==> images/clk_routes.png <==
Bar = 20 um.
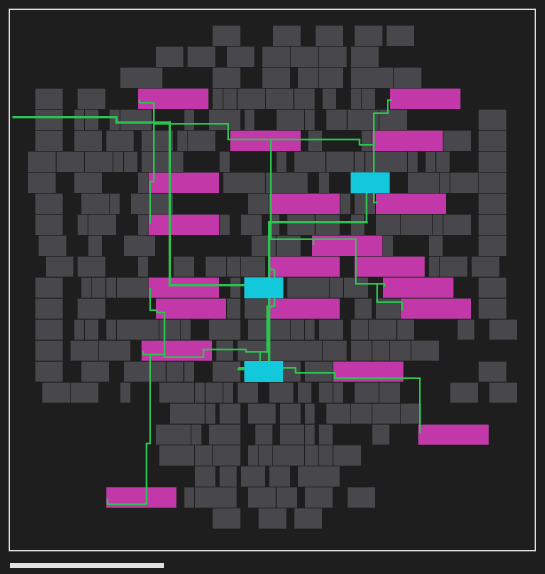
==> images/layer_met3.png <==
Bar = 20 um. Cells faint in the background.
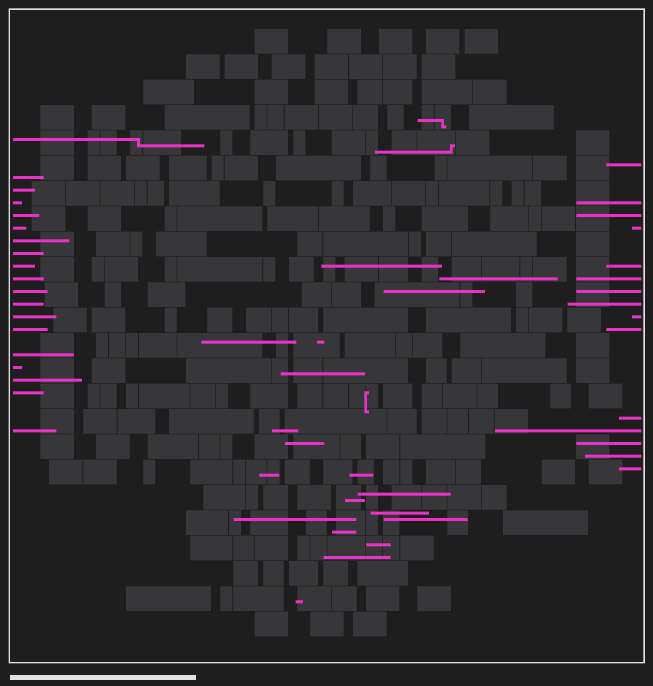
==> images/layer_met2.png <==
Cells faint in the background.
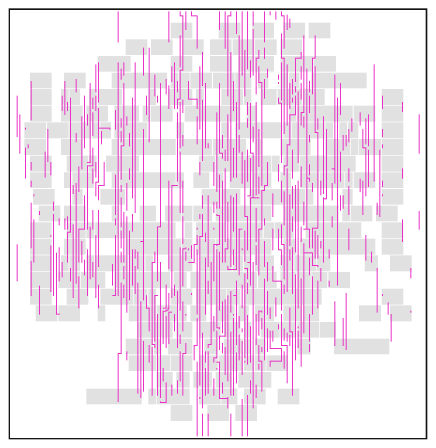
==> images/wires.png <==
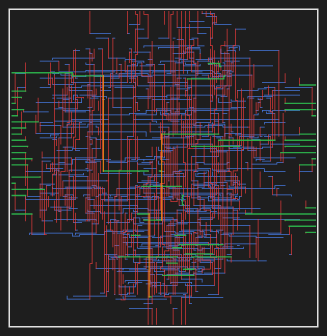
==> images/congestion.png <==
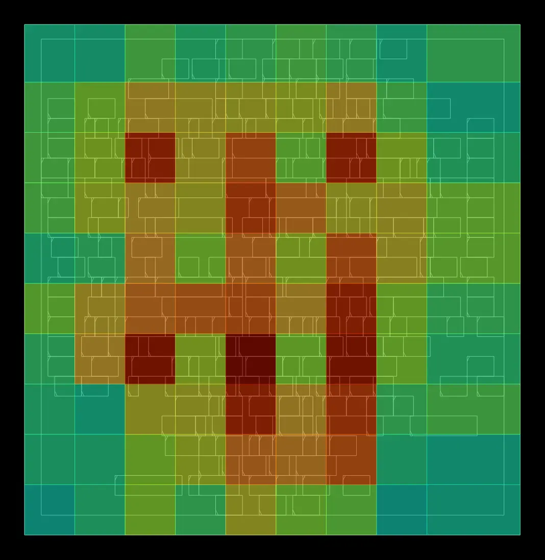
===== src/rtl/tiny_cpu_pkg.sv =====
`default_nettype none
// ============================================================================
//  Module      : tiny_cpu_pkg
//  Description : Shared constants, state encoding and round-robin helpers
//                for the Tiny-CPU register write path.
//  Revision    : 1.0 - initial release
// ============================================================================
package tiny_cpu_pkg;

  localparam int NREQ   = 3;
  localparam int NREG   = 4;
  localparam int W      = 8;
  localparam int ADDR_W = 2;

  typedef enum logic [1:0] {
    ST_IDLE   = 2'd0,
    ST_GRANT  = 2'd1,
    ST_LOCKED = 2'd2
  } state_t;

  // Rotating-priority pick: scan ptr, ptr+1, ... (mod NREQ), first request wins.
  function automatic logic [NREQ-1:0] rr_pick(input logic [NREQ-1:0] req,
                                              input logic [1:0]      ptr);
    logic [NREQ-1:0] win;
    logic            found;
    int              idx;
    win   = '0;
    found = 1'b0;
    for (int k = 0; k < NREQ; k++) begin
      idx = (int'(ptr) + k) % NREQ;
      if (!found && req[idx]) begin
        win[idx] = 1'b1;
        found    = 1'b1;
      end
    end
    return win;
  endfunction

  // One-hot requester vector to index; zero vector maps to 0.
  function automatic logic [1:0] onehot_to_idx(input logic [NREQ-1:0] oh);
    logic [1:0] idx;
    idx = 2'd0;
    if (oh[1]) idx = 2'd1;
    if (oh[2]) idx = 2'd2;
    return idx;
  endfunction

  // Index to one-hot requester vector.
  function automatic logic [NREQ-1:0] idx_to_onehot(input logic [1:0] idx);
    return NREQ'(1) << idx;
  endfunction

  // Pointer moves to the requester after the winner, wrapping at NREQ.
  function automatic logic [1:0] next_ptr(input logic [1:0] idx);
    return (idx == 2'd2) ? 2'd0 : idx + 2'd1;
  endfunction

endpackage
`default_nettype wire


===== src/rtl/reg_write_arbiter_rr_pick3.sv =====
`default_nettype none
// ============================================================================
//  Module      : rr_pick3
//  Description : Combinational 3-way round-robin selector. Returns the
//                one-hot winner starting the scan at the pointer.
//  Revision    : 1.0 - initial release
// ============================================================================
module rr_pick3
  import tiny_cpu_pkg::*;
(
  input  logic [NREQ-1:0] req,
  input  logic [1:0]      ptr,
  output logic [NREQ-1:0] win,
  output logic            valid
);

  // Winner and a flag saying at least one request was present.
  always_comb begin
    win   = rr_pick(req, ptr);
    valid = |req;
  end

endmodule
`default_nettype wire


===== src/rtl/reg_write_arbiter.sv =====
`default_nettype none
// ============================================================================
//  Module      : reg_write_arbiter
//  Description : Round-robin write scheduler for the 4x8-bit register bank.
//                Grants one write per cycle among three requesters, with
//                locked bursts and a bank-wide clear strobe.
//  Revision    : 1.0 - initial release
// ============================================================================
module reg_write_arbiter
  import tiny_cpu_pkg::*;
(
  input  logic                   CLK,
  input  logic                   CLR,
  input  logic [NREQ-1:0]        req,
  input  logic [NREQ-1:0]        lock,
  input  logic [NREQ*ADDR_W-1:0] waddr,
  input  logic [NREQ*W-1:0]      wdata,
  input  logic                   clr_req,
  output logic [NREQ-1:0]        gnt,
  output logic [NREG-1:0]        reg_en,
  output logic [W-1:0]           reg_d,
  output logic                   reg_clr,
  output logic                   busy
);

  logic [ADDR_W-1:0] w_addr [NREQ];
  logic [W-1:0]      w_data [NREQ];
  logic [NREQ-1:0]   w_win;
  logic              w_valid;
  logic [1:0]        w_win_idx;

  state_t            r_state;
  logic [1:0]        r_ptr;
  logic [1:0]        r_owner;
  logic [ADDR_W-1:0] r_addr;
  logic [W-1:0]      r_data;
  logic [NREQ-1:0]   r_gnt;
  logic              r_clr;
  logic              r_busy;

  // Split the packed request buses into per-requester fields.
  generate
    for (genvar gi = 0; gi < NREQ; gi++) begin : g_unpack
      assign w_addr[gi] = waddr[gi*ADDR_W +: ADDR_W];
      assign w_data[gi] = wdata[gi*W +: W];
    end
  endgenerate

  rr_pick3 u_pick (
    .req   (req),
    .ptr   (r_ptr),
    .win   (w_win),
    .valid (w_valid)
  );

  assign w_win_idx = onehot_to_idx(w_win);

  // Arbitration FSM: clear first, then the lock owner, then round-robin.
  always_ff @(posedge CLK or negedge CLR) begin
    if (!CLR) begin
      r_state <= ST_IDLE;
      r_ptr   <= 2'd0;
      r_owner <= 2'd0;
      r_addr  <= '0;
      r_data  <= '0;
      r_gnt   <= '0;
      r_clr   <= 1'b0;
      r_busy  <= 1'b0;
    end else begin
      r_clr <= 1'b0;
      if (clr_req) begin
        // Clear wins outright and drops any lock; requests wait one edge.
        r_gnt   <= '0;
        r_clr   <= 1'b1;
        r_state <= ST_IDLE;
        r_busy  <= 1'b0;
      end else if (r_state == ST_LOCKED) begin
        if (req[r_owner]) begin
          // Owner keeps the path; the pointer is frozen during the burst.
          r_gnt  <= idx_to_onehot(r_owner);
          r_addr <= w_addr[r_owner];
          r_data <= w_data[r_owner];
          if (lock[r_owner]) begin
            r_state <= ST_LOCKED;
            r_busy  <= 1'b1;
          end else begin
            r_state <= ST_GRANT;
            r_busy  <= 1'b0;
          end
        end else begin
          r_gnt   <= '0;
          r_state <= ST_IDLE;
          r_busy  <= 1'b0;
        end
      end else if (w_valid) begin
        r_gnt  <= w_win;
        r_addr <= w_addr[w_win_idx];
        r_data <= w_data[w_win_idx];
        r_ptr  <= next_ptr(w_win_idx);
        if (lock[w_win_idx]) begin
          r_state <= ST_LOCKED;
          r_busy  <= 1'b1;
          r_owner <= w_win_idx;
        end else begin
          r_state <= ST_GRANT;
          r_busy  <= 1'b0;
        end
      end else begin
        r_gnt   <= '0;
        r_state <= ST_IDLE;
        r_busy  <= 1'b0;
      end
    end
  end

  // Enable follows the registered grant so an async reset kills it at once.
  always_comb begin
    reg_en = '0;
    if (|r_gnt) reg_en = NREG'(1) << r_addr;
  end

  assign gnt     = r_gnt;
  assign reg_d   = r_data;
  assign reg_clr = r_clr;
  assign busy    = r_busy;

endmodule
`default_nettype wire


===== config.mk =====
export PLATFORM = sky130hd
export DESIGN_NAME = reg_write_arbiter
export DESIGN_NICKNAME = d
export VERILOG_FILES = /design/src/rtl/tiny_cpu_pkg.sv /design/src/rtl/reg_write_arbiter_rr_pick3.sv /design/src/rtl/reg_write_arbiter.sv
export SDC_FILE = /design/constraint.sdc
export NUM_CORES = 1
export LEC_CHECK = 0
export CORE_AREA = 2 2 66 68
export CTS_CLUSTER_SIZE = 30
export DETAILED_ROUTE_END_ITERATION = 7
export DIE_AREA = 0 0 68 70
export HOLD_SLACK_MARGIN = 0.15
export PLACE_DENSITY = 0.84
export SKIP_LAST_GASP = 1
export SYNTH_ARGS = -nofsm -noshare
export SYNTH_HDL_FRONTEND = slang
export SYNTH_SLANG_ARGS = --single-unit

===== constraint.sdc =====
create_clock -name CLK -period 2.93 [get_ports CLK]
set_clock_uncertainty 0.05 [all_clocks]
set_input_delay 0.293 -clock CLK [delete_from_list [all_inputs] [get_ports CLK]]
set_output_delay 0.293 -clock CLK [all_outputs]
set_load 0.005 [all_outputs]

==> flow_summary.toml <==
# generated from flow reports
[outcome]
status = "completed"

[floorplanning]
ios = 56
dieHeight_um = 70
num_rows = 24
core-area_um2 = 4144
fp_util_pct = 44.47

[clock_network]
post_cts_resized = 0
cts_tree = "yes"
postCtsSetupRepairBufs = 0
postCtsHoldBufs = 0
clk_latency_ns = 0.27
cts.sinks = 20
clk_path_buf_depth = 2
cts_buffers = 3

[route]
antenna_left = 0
via_count = 1822
drc = 0
dr_wl_met3_um = 288
drt_iter0_drc = 182
wl_met2_um = 2606
totalWireLength_um = 5164
top_layer_used = "met4"

[yosys]
mux_area_share_pct = 20.30
yosysTopAreaCell = "dfrtp_1"
synth_dominant_cell_count = "nand2_1"
top_cell_area_share_pct = 27.16
synth_cells = 201
edf_count = 0
simple_gate_share_pct = 19.42
syn_area_per_cell_um2 = 9.169
ys_types = 53
synth_flops = 20
netlist_area_um2 = 1843
ys_top_cells_by_count = "nand2_1 (26), mux2i_1 (22), dfrtp_1 (20), a21oi_1 (13), nor2_1 (13)"

[setup_path]
r2r_setup_slack_ns = 0.45
cp_num_buf_inv = 1
endpoint = "r_owner[1]"
path_depth = 7
slowest_stage = "nor2_2"
rr_startpoint = "r_ptr[0]"
end_kind = "flip-flop"
crit_path_start_kind = "flip-flop"
crit_arrival_ns = 2.56
cp_common_cell = "a221oi_1"
cp_top_family = "AND-OR/OR-AND gates"
r2r-end = "r_owner[1]"

[finish]
num-nets-final = 298
finalInstanceArea_um2 = 2504
sh_seq_area_pct = 19.99
fin_cells = 306
buffers = 64
clkbuf_count = 3
flops = 20
layout.area.top_class = "multi-input combinational cells"
comb_area_um2 = 1222
lay_top_cells = "clkdlybuf4s50_1 (55), nand2_1 (26), mux2i_1 (22)"
final-clk-cell-share_pct = 2.849
nonClkBufAreaFrac_pct = 24.69
n_all_inverters = 7
sh_comb_area_pct = 48.83
antenna_cells = 0

[timing]
fin_hold_ws_ns = 0.4877
fin_crit_sh_pct = 84.78
drv_slew = 0
final.setup.tns_ns = 0
setup_viol = 0
layout_min_cycle_time_ns = 2.484

[global_route]
grt_use_met2_pct = 37.00
antenna_found_initial = 0
grt_pass1_vias = 1828
grt_max_degree = 21
grt.total_usage_pct = 23.31
grt_overflow = 0
grtUsageMet1_pct = 32.07

[run]
warning_count = 29
maxCapViolations = 0

[power_and_ir_drop]
p_leak_uw = 0.0009670
ir_drop_mv = 0.4329

[placement]
port_buffers = 55
dp.cells = 302
dp_hpwl_um = 3667

[hold_path]
hp-class = "in2async"
-- clk_routes.png (at the start) --
- magenta: flip-flops (count 20)
- green: clock wires (length 303 um)
- cyan: clock drivers (count 3)
- routed clock nets: 4

-- layer_met3.png (at the start) --
- longest straight run: 15.4 um
- nets with wire on the layer: 50
- main direction: horizontal
- share of all routed wire: 5.6%
- wire length on this layer: 289 um

-- layer_met2.png (at the start) --
- nets with wire on the layer: 253
- longest straight run: 38.1 um

-- wires.png (at the start) --
- orange: metal 4 (wire length 58.5 um)
- red: metal 2 (wire length 2,610 um)
- blue: metal 1 (wire length 2,210 um)
- green: metal 3 (wire length 289 um)

-- congestion.png (at the start) --
drt wl/cell: 16.88 um
layer with the highest usage: met2

## power by group
group	internal [uW]	switching, uW
logic	738	780
clock network	183	104
registers	398	100
## worst min path at each step
stage / slack (ns) / cells after the start / end
6_report: 0.49 / 1 / r_state[0]
5_1_grt: 0.55 / 1 / r_state[0]
4_1_cts: 0.51 / 2 / r_ptr[0]
3_5_place_dp: 0.49 / 2 / r_ptr[0]
3_3_place_gp: 0.49 / 2 / r_ptr[0]
2_1_floorplan: -0.05 / 0 / busy
## registers in the layout, indices dropped and copies added, names as in the netlist
register / count
busy: 1
r_ptr: 2
r_state: 1
r_addr: 2
gnt: 3
reg_d: 8
reg_clr: 1
r_owner: 2
Power is estimated from default activity; no workload was simulated.
